File: src/rtl/complex_deinterleave_pkg.sv
// Shared definitions for the complex/real sample interleave pair.
package complex_deinterleave_pkg;

  localparam int unsigned DEF_CHANNEL_WIDTH = 16;
  localparam int unsigned DEF_CHANNELS      = 8;

  // Position of each component inside one complex slot, in units of CHANNEL_WIDTH.
  localparam int unsigned RE_SLOT = 0;
  localparam int unsigned IM_SLOT = 1;

  function automatic int unsigned complex_width(input int unsigned cw);
    return 2 * cw;
  endfunction

  function automatic int unsigned in_width(input int unsigned cw, input int unsigned ch);
    return complex_width(cw) * ch;
  endfunction

  function automatic int unsigned out_width(input int unsigned cw, input int unsigned ch);
    return cw * ch;
  endfunction

  typedef enum logic [1:0] {
    SKID_EMPTY = 2'd0,
    SKID_ONE   = 2'd1,
    SKID_FULL  = 2'd2
  } skid_state_e;

endpackage

File: src/rtl/axis_skid_buffer.sv
// Two-entry AXI-Stream skid buffer carrying data and last; fully registered.
module axis_skid_buffer
  import complex_deinterleave_pkg::*;
#(
  parameter int unsigned DATA_WIDTH = 8
) (
  input  logic                  clk_i,
  input  logic                  rst_ni,
  input  logic [DATA_WIDTH-1:0] s_data_i,
  input  logic                  s_last_i,
  input  logic                  s_valid_i,
  output logic                  s_ready_o,
  output logic [DATA_WIDTH-1:0] m_data_o,
  output logic                  m_last_o,
  output logic                  m_valid_o,
  input  logic                  m_ready_i
);

  skid_state_e           state_q, state_d;
  logic                  s_ready_q;
  logic [DATA_WIDTH-1:0] out_data_q, skid_data_q;
  logic                  out_last_q, skid_last_q;
  logic                  accept, emit;
  logic                  load_out_in, load_out_skid, load_skid;

  assign accept = s_valid_i & s_ready_q;
  assign emit   = (state_q != SKID_EMPTY) & m_ready_i;

  // State register; ready is taken from the next state so it never depends on m_ready_i combinationally
  always_ff @(posedge clk_i or negedge rst_ni) begin
    if (!rst_ni) begin
      state_q   <= SKID_EMPTY;
      s_ready_q <= 1'b0;
    end else begin
      state_q   <= state_d;
      s_ready_q <= (state_d != SKID_FULL);
    end
  end

  // Next-state logic
  always_comb begin
    state_d = state_q;
    unique case (state_q)
      SKID_EMPTY: if (accept) state_d = SKID_ONE;
      SKID_ONE: begin
        if (accept && !emit)      state_d = SKID_FULL;
        else if (emit && !accept) state_d = SKID_EMPTY;
      end
      SKID_FULL:  if (emit) state_d = SKID_ONE;
      default:    state_d = SKID_EMPTY;
    endcase
  end

  // Output flags and register load enables
  always_comb begin
    m_valid_o     = (state_q != SKID_EMPTY);
    s_ready_o     = s_ready_q;
    load_out_in   = 1'b0;
    load_out_skid = 1'b0;
    load_skid     = 1'b0;
    unique case (state_q)
      SKID_EMPTY: load_out_in = accept;
      SKID_ONE: begin
        load_out_in = accept & emit;
        load_skid   = accept & ~emit;
      end
      SKID_FULL:  load_out_skid = emit;
      default: ;
    endcase
  end

  // Output and skid data registers
  always_ff @(posedge clk_i or negedge rst_ni) begin
    if (!rst_ni) begin
      out_data_q  <= '0;
      out_last_q  <= 1'b0;
      skid_data_q <= '0;
      skid_last_q <= 1'b0;
    end else begin
      if (load_out_in) begin
        out_data_q <= s_data_i;
        out_last_q <= s_last_i;
      end else if (load_out_skid) begin
        out_data_q <= skid_data_q;
        out_last_q <= skid_last_q;
      end
      if (load_skid) begin
        skid_data_q <= s_data_i;
        skid_last_q <= s_last_i;
      end
    end
  end

  assign m_data_o = out_data_q;
  assign m_last_o = out_last_q;

endmodule

File: src/rtl/complex_deinterleave.sv
// Complex-to-real deinterleaver: keeps real parts with optional rounding shift,
// flags residual imaginary energy, and counts output beats.
module complex_deinterleave
  import complex_deinterleave_pkg::*;
#(
  parameter  int unsigned CHANNEL_WIDTH = DEF_CHANNEL_WIDTH,
  parameter  int unsigned CHANNELS      = DEF_CHANNELS,
  parameter  int unsigned SHIFT         = 0,
  parameter  int unsigned IMAG_TOL      = 0,
  localparam int unsigned COMPLEX_WIDTH = complex_width(CHANNEL_WIDTH),
  localparam int unsigned IN_WIDTH      = in_width(CHANNEL_WIDTH, CHANNELS),
  localparam int unsigned OUT_WIDTH     = out_width(CHANNEL_WIDTH, CHANNELS)
) (
  input  logic                 aclk,
  input  logic                 aresetn,
  input  logic [IN_WIDTH-1:0]  s_axis_complex_tdata,
  input  logic                 s_axis_complex_tvalid,
  output logic                 s_axis_complex_tready,
  input  logic                 s_axis_complex_tlast,
  output logic [OUT_WIDTH-1:0] m_axis_simple_tdata,
  output logic                 m_axis_simple_tvalid,
  input  logic                 m_axis_simple_tready,
  output logic                 m_axis_simple_tlast,
  output logic                 imag_err,
  input  logic                 imag_err_clr,
  output logic [31:0]          beat_count
);

  localparam int unsigned RE_LSB = RE_SLOT * CHANNEL_WIDTH;
  localparam int unsigned IM_LSB = IM_SLOT * CHANNEL_WIDTH;
  localparam logic signed [CHANNEL_WIDTH:0] ROUND =
    (SHIFT == 0) ? '0 : (CHANNEL_WIDTH+1)'(1 << (SHIFT - 1));
  localparam logic [CHANNEL_WIDTH:0] TOL = {1'b0, CHANNEL_WIDTH'(IMAG_TOL)};

  logic [OUT_WIDTH-1:0]          real_beat;
  logic                          imag_viol;
  logic signed [CHANNEL_WIDTH-1:0] re_raw, im_raw;
  logic signed [CHANNEL_WIDTH:0] re_ext, im_ext;
  logic [CHANNEL_WIDTH:0]        im_mag;
  logic                          in_hs, out_hs;
  logic                          imag_err_q, imag_err_d;
  logic [31:0]                   beat_count_q, beat_count_d;

  // Per-channel real extraction with round-half-up shift, and |imag| tolerance check
  always_comb begin
    real_beat = '0;
    imag_viol = 1'b0;
    re_raw    = '0;
    im_raw    = '0;
    re_ext    = '0;
    im_ext    = '0;
    im_mag    = '0;
    for (int unsigned c = 0; c < CHANNELS; c++) begin
      re_raw = s_axis_complex_tdata[c*COMPLEX_WIDTH + RE_LSB +: CHANNEL_WIDTH];
      im_raw = s_axis_complex_tdata[c*COMPLEX_WIDTH + IM_LSB +: CHANNEL_WIDTH];
      re_ext = re_raw;
      im_ext = im_raw;
      // One extra bit keeps the rounding add and |most-negative| from overflowing.
      real_beat[c*CHANNEL_WIDTH +: CHANNEL_WIDTH] = CHANNEL_WIDTH'((re_ext + ROUND) >>> SHIFT);
      im_mag = im_ext[CHANNEL_WIDTH] ? -im_ext : im_ext;
      if (im_mag > TOL) imag_viol = 1'b1;
    end
  end

  axis_skid_buffer #(
    .DATA_WIDTH(OUT_WIDTH)
  ) u_skid (
    .clk_i     (aclk),
    .rst_ni    (aresetn),
    .s_data_i  (real_beat),
    .s_last_i  (s_axis_complex_tlast),
    .s_valid_i (s_axis_complex_tvalid),
    .s_ready_o (s_axis_complex_tready),
    .m_data_o  (m_axis_simple_tdata),
    .m_last_o  (m_axis_simple_tlast),
    .m_valid_o (m_axis_simple_tvalid),
    .m_ready_i (m_axis_simple_tready)
  );

  assign in_hs  = s_axis_complex_tvalid & s_axis_complex_tready;
  assign out_hs = m_axis_simple_tvalid & m_axis_simple_tready;

  // A new violation takes priority over a simultaneous clear.
  assign imag_err_d   = (in_hs & imag_viol) ? 1'b1 : (imag_err_clr ? 1'b0 : imag_err_q);
  assign beat_count_d = beat_count_q + 32'd1;

  // Sticky imag flag and wrapping output-beat counter
  always_ff @(posedge aclk or negedge aresetn) begin
    if (!aresetn) begin
      imag_err_q   <= 1'b0;
      beat_count_q <= '0;
    end else begin
      imag_err_q <= imag_err_d;
      if (out_hs) beat_count_q <= beat_count_d;
    end
  end

  assign imag_err   = imag_err_q;
  assign beat_count = beat_count_q;

endmodule

File: config.mk
export PLATFORM = sky130hd
export DESIGN_NAME = complex_deinterleave
export DESIGN_NICKNAME = d
export VERILOG_FILES = /design/src/rtl/complex_deinterleave_pkg.sv /design/src/rtl/axis_skid_buffer.sv /design/src/rtl/complex_deinterleave.sv
export SDC_FILE = /design/constraint.sdc
export NUM_CORES = 1
export LEC_CHECK = 0
export CORE_ASPECT_RATIO = 1.5
export CORE_UTILIZATION = 49
export DETAILED_ROUTE_END_ITERATION = 8
export MAX_ROUTING_LAYER = met4
export PLACE_DENSITY = 0.81
export SYNTH_ARGS = -nofsm -noshare
export SYNTH_HDL_FRONTEND = slang
export SYNTH_HIERARCHICAL = 1
export SYNTH_SLANG_ARGS = --single-unit
File: constraint.sdc
create_clock -name aclk -period 3.4 [get_ports aclk]
set_input_delay 1.02 -clock aclk [delete_from_list [all_inputs] [get_ports aclk]]
set_output_delay 1.02 -clock aclk [all_outputs]
set_load 0.03 [all_outputs]
Fig. 1: the metal 2 layer
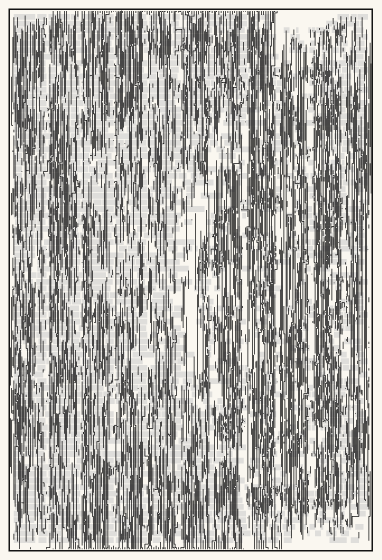
- share of all routed wire: 51%
- main direction: vertical
- nets with wire on the layer: 2131
- wire length on this layer: 32.6 mm
post-detailed-routing wire length: 63400 µm
via count: 14100
GR Util met2: 0.689

Fig. 2: signal wires on met3
Bar = 50 µm.
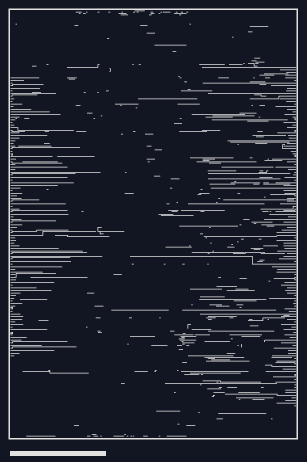
- share of all routed wire: 7.3%
- main direction: horizontal
- nets with wire on the layer: 408
- longest straight run: 63.3 µm
- wire length on this layer: 4640 µm
global routing met3 resource utilization: 0.0837

==> run notes <==
Flow results are below.

- The run finished with clean final reports.
- Along the critical path, the tally of buffer and inverter instances is 3.
- The H-tree depth is 1, for reference.
- Yosys reports that the most numerous cell types are dfrtp_1 (294), mux2_2 (281), mux2_1 (110), nor2_1 (64).
- The slowest stage of the critical path belongs to the cell or4_1.
- The synthesized design spends more area on one cell type than any other, namely dfrtp_1.
- The fraction of cell area in non-clock buffers is 0.272, for reference.
- The layout report gives the multi-input gate share of total cell area as 0.351.
- The tightest min-delay check is of the in2async type.
- The fraction of the core area covered by cells at the end of the flow is 0.747, for reference.
- The number of library cell types mapped by synthesis is 75, for reference.
- In the final design database the tool counted approximately 2300 nets.
- The transition time at the pin with the least slew margin is 0.862 ns, for reference.
- The final antenna diode tally reported by the flow is 9.
- The worst endpoint data arrival time is 3.79 ns, for reference.
- approximately 930 cells are multi-input combinational gates.
- The worst slack on hold paths is approximately 0.44 ns, for reference.
- STA lists the startpoint of the worst register-to-register path as u_skid/state_q[1]$_DFF_PN0_.
- The total power is 17.2 mW, for reference.
- TritonCTS built the clock tree.
- The layout has 45 inverters outside the clock class.
- Listed in order, past its start point the critical path passes clkdlybuf4s50_1, buf_4, or4_1, nor4_2, buf_4, o22a_2, o21ai_1, a2111oi_4, a41oi_2.
- Across the routed clock network, the largest skew measured is roughly 0.012 ns.
- Counting flops with a built-in enable in the synthesized netlist gives 0.
- In this run, the synthesized area fraction spent on AND-OR/OR-AND gates is recorded as 0.0756.
- The slack of the critical path is 0.0189 ns, for reference.
- The share of power burned in the clock network is 0.178, for reference.
- The post-place setup slack is -0.853 ns, for reference.
- The TritonCTS buffer count is 27, for reference.
- In this run, the number of DRC markers left after iteration 0 of detailed routing was 718.
- The required arrival time at the worst endpoint is 3.81 ns, for reference.
- Leaving out filler cells and counting taps, the final layout contains roughly 2400.
- The average vias per placed instance is 5.82, for reference.
- The pin count of the biggest net entering global routing is 76, for reference.
- In the global route stage, met1 resource usage came out at 0.378.
- After floorplanning, the die was sized to cover 32900 µm².
- The critical path in this run is classified as in2reg.
- In this run the remaining antenna-violating nets after routing total 0.
- The ratio of total power to cell area is 726 nW/µm², for reference.
- The synthesis report gives the async set-or-reset register share as 1.00.
- The storage element area is 7360 µm², for reference.
- According to the I/O placement log, the pin count is between 400 and 500.
- The design has 294 sequential cells.
- The total setup buffers inserted after CTS is 3, for reference.
- Per report_power, the top consumer among the power groups is combinational cells.
- The highest metal layer with signal wires is met4, for reference.
- The top cell family by delay on the critical path is buffers and inverters, for reference.
- Of all nets on the critical path, the largest fanout is 6.
- The startpoint type of the worst setup path is an input port, for reference.
- The post-placement cell count is 2351, for reference.
- The time the worst path needs with I/O delays and setup is between 3 and 4 ns, for reference.
- According to the report, the first pass of detailed routing completed in 7 iterations.
- On the worst path, the slowest cell contributes a delay of 0.59 ns.
- The post-cts resize count is 27, for reference.
- The worst register-to-register path has a setup slack of around 0.96 ns.
- The number of clock sinks is 294, for reference.
- Per the power-grid run, VDD falls by no more than ~870 µV.
- The Yosys step of the flow raised 6 warnings.
- The layout has 36 clock buffers.
- The number of filler cells placed in the layout is 2074, for reference.
- The fraction of synthesized cell area taken by the top area cell type is 0.466, for reference.
- Per the detail_route log, met3 wirelength is about 4600 µm.
- The routed wirelength on the met1 layer is recorded as 20700 µm.
- The layout report gives the register share of total cell area as 0.310.
- In this run the tools logged warnings totalling 27.
- The sequential power reported by the tool is between 6 and 7 mW.
- Per the CTS log, the root buffer master is clkbuf_16.
- Compared with the post-synthesis result, the final layout area differs by 50.2%.
- The number of antenna violations at the first check in global routing is 8, for reference.
- The maximum number of buffers from clock root to sink is 3, for reference.
- Of the total synthesized cell area, the portion taken by AND, OR, NAND and NOR gates is 0.113.
- The report lists the number of standard-cell rows as 80.
- According to the floorplan report, the die height is 222 µm.
- The timing report shows the most common cell along the critical path to be buf_4.
- Logic depth along the worst register-to-register path is recorded as 8.
- The power report attributes to the sequential group a share of 0.354.
- The main area contributors are dfrtp_1 (47%), mux2_2 (20%), mux2_1 (7.8%).
- The leakage power is 10.1 nW, for reference.
- The cell-mix breakdown from Yosys lists the XOR/XNOR area share as 0.0222.
- Yosys instantiated no cell more often than dfrtp_1.
- The horizontal die size is 149 µm, for reference.
- The latest clock arrival within the worst-skew pair is between 0.5 and 0.6 ns, for reference.
- The slew check shows that the tightest pin keeps a relative margin of 0.424.
- Per the final report, the share of cell area in clock cells is 0.0369.
- Per the synth log, the flip-flop and latch total comes to between 200 and 300.
- The layout summary lists the proportion of cells stronger than drive strength 1 as 0.332.
- The flow inserted 410 tap cells.
- The fmax is 0.296 GHz, for reference.
- Counting pins that exceed their max-slew limit in the final report gives 0.
- The share of total power dissipated in combinational logic is 0.469.
- The total length of routed met2 wires is 32600 µm, for reference.
- The total negative slack is 0 ns, for reference.
- The initial core utilization is 0.497, for reference.
- According to the timing report, the critical path is launched from s_axis_complex_tdata[151].
- RePlAce ended its routability-driven mode at a weighted congestion of about 1.2.
- Per the post-synthesis report, the number of cells in the design is 1330.
- The count of buffers inserted at the top-level ports is 425, for reference.
- In this run, power in the clock network comes to between 3 and 4 mW.
- The synthesized netlist occupies a cell area of between 15000 and 20000 µm².
- The worst setup path is captured at a flip-flop.
- The cell type taking the most area is logic gates, for reference.
- The HPWL after detailed placement is 46600 µm.
- For the completed layout, the total cell area is recorded as between 20000 and 25000 µm².
- When the netlist entered floorplanning its net count stood at 1601.
- Each instance of the synthesized netlist takes up on average 11.9 µm².
- The synth_stat.txt file lists the number of cells as 1330.
- The total cell area reported by yosys after synthesis is 15800 µm², for reference.
- The post-synthesis mux area share is 0.283, for reference.
- The most common logic cells in the final layout are clkdlybuf4s50_1 (384), dfrtp_1 (294), mux2_2 (281), buf_4 (241), mux2_1 (110).
- The top logic cell family in the synthesized netlist is multiplexers, for reference.
- The area of the core is 31700 µm², for reference.
- The critical path ends at imag_err$_DFFE_PN0P_.
- The detailed-route wire length per cell is around 26 µm, for reference.
- The number of global-route vias before repair came to 15400.
- For reference, the final report shows the hold violation count at 0.
- The most common logic cell in the final layout is clkdlybuf4s50_1.
- The clock-pin slew on the worst setup and hold paths is 0.07 ns, for reference.
- The final-report setup violation count is 0, for reference.
- For this design the total switching power over the nets is 6.37 mW.
- Of the synthesized area, sequential elements account for 0.466.
- Of the total synthesized cell area, the portion taken by full adders, half adders and majority gates is 0.00713.
- After global routing, the most crowded layer is met2.
- The multi-input combinational cells in the finished layout cover a total of 8310 µm².
- The number of buffers inserted by hold repair at cts is 0, for reference.
- The first-pass GRT wire length is 92900 µm, for reference.
- Max-cap violations in this run came to 0.
Power and IR drop assume default switching activity.
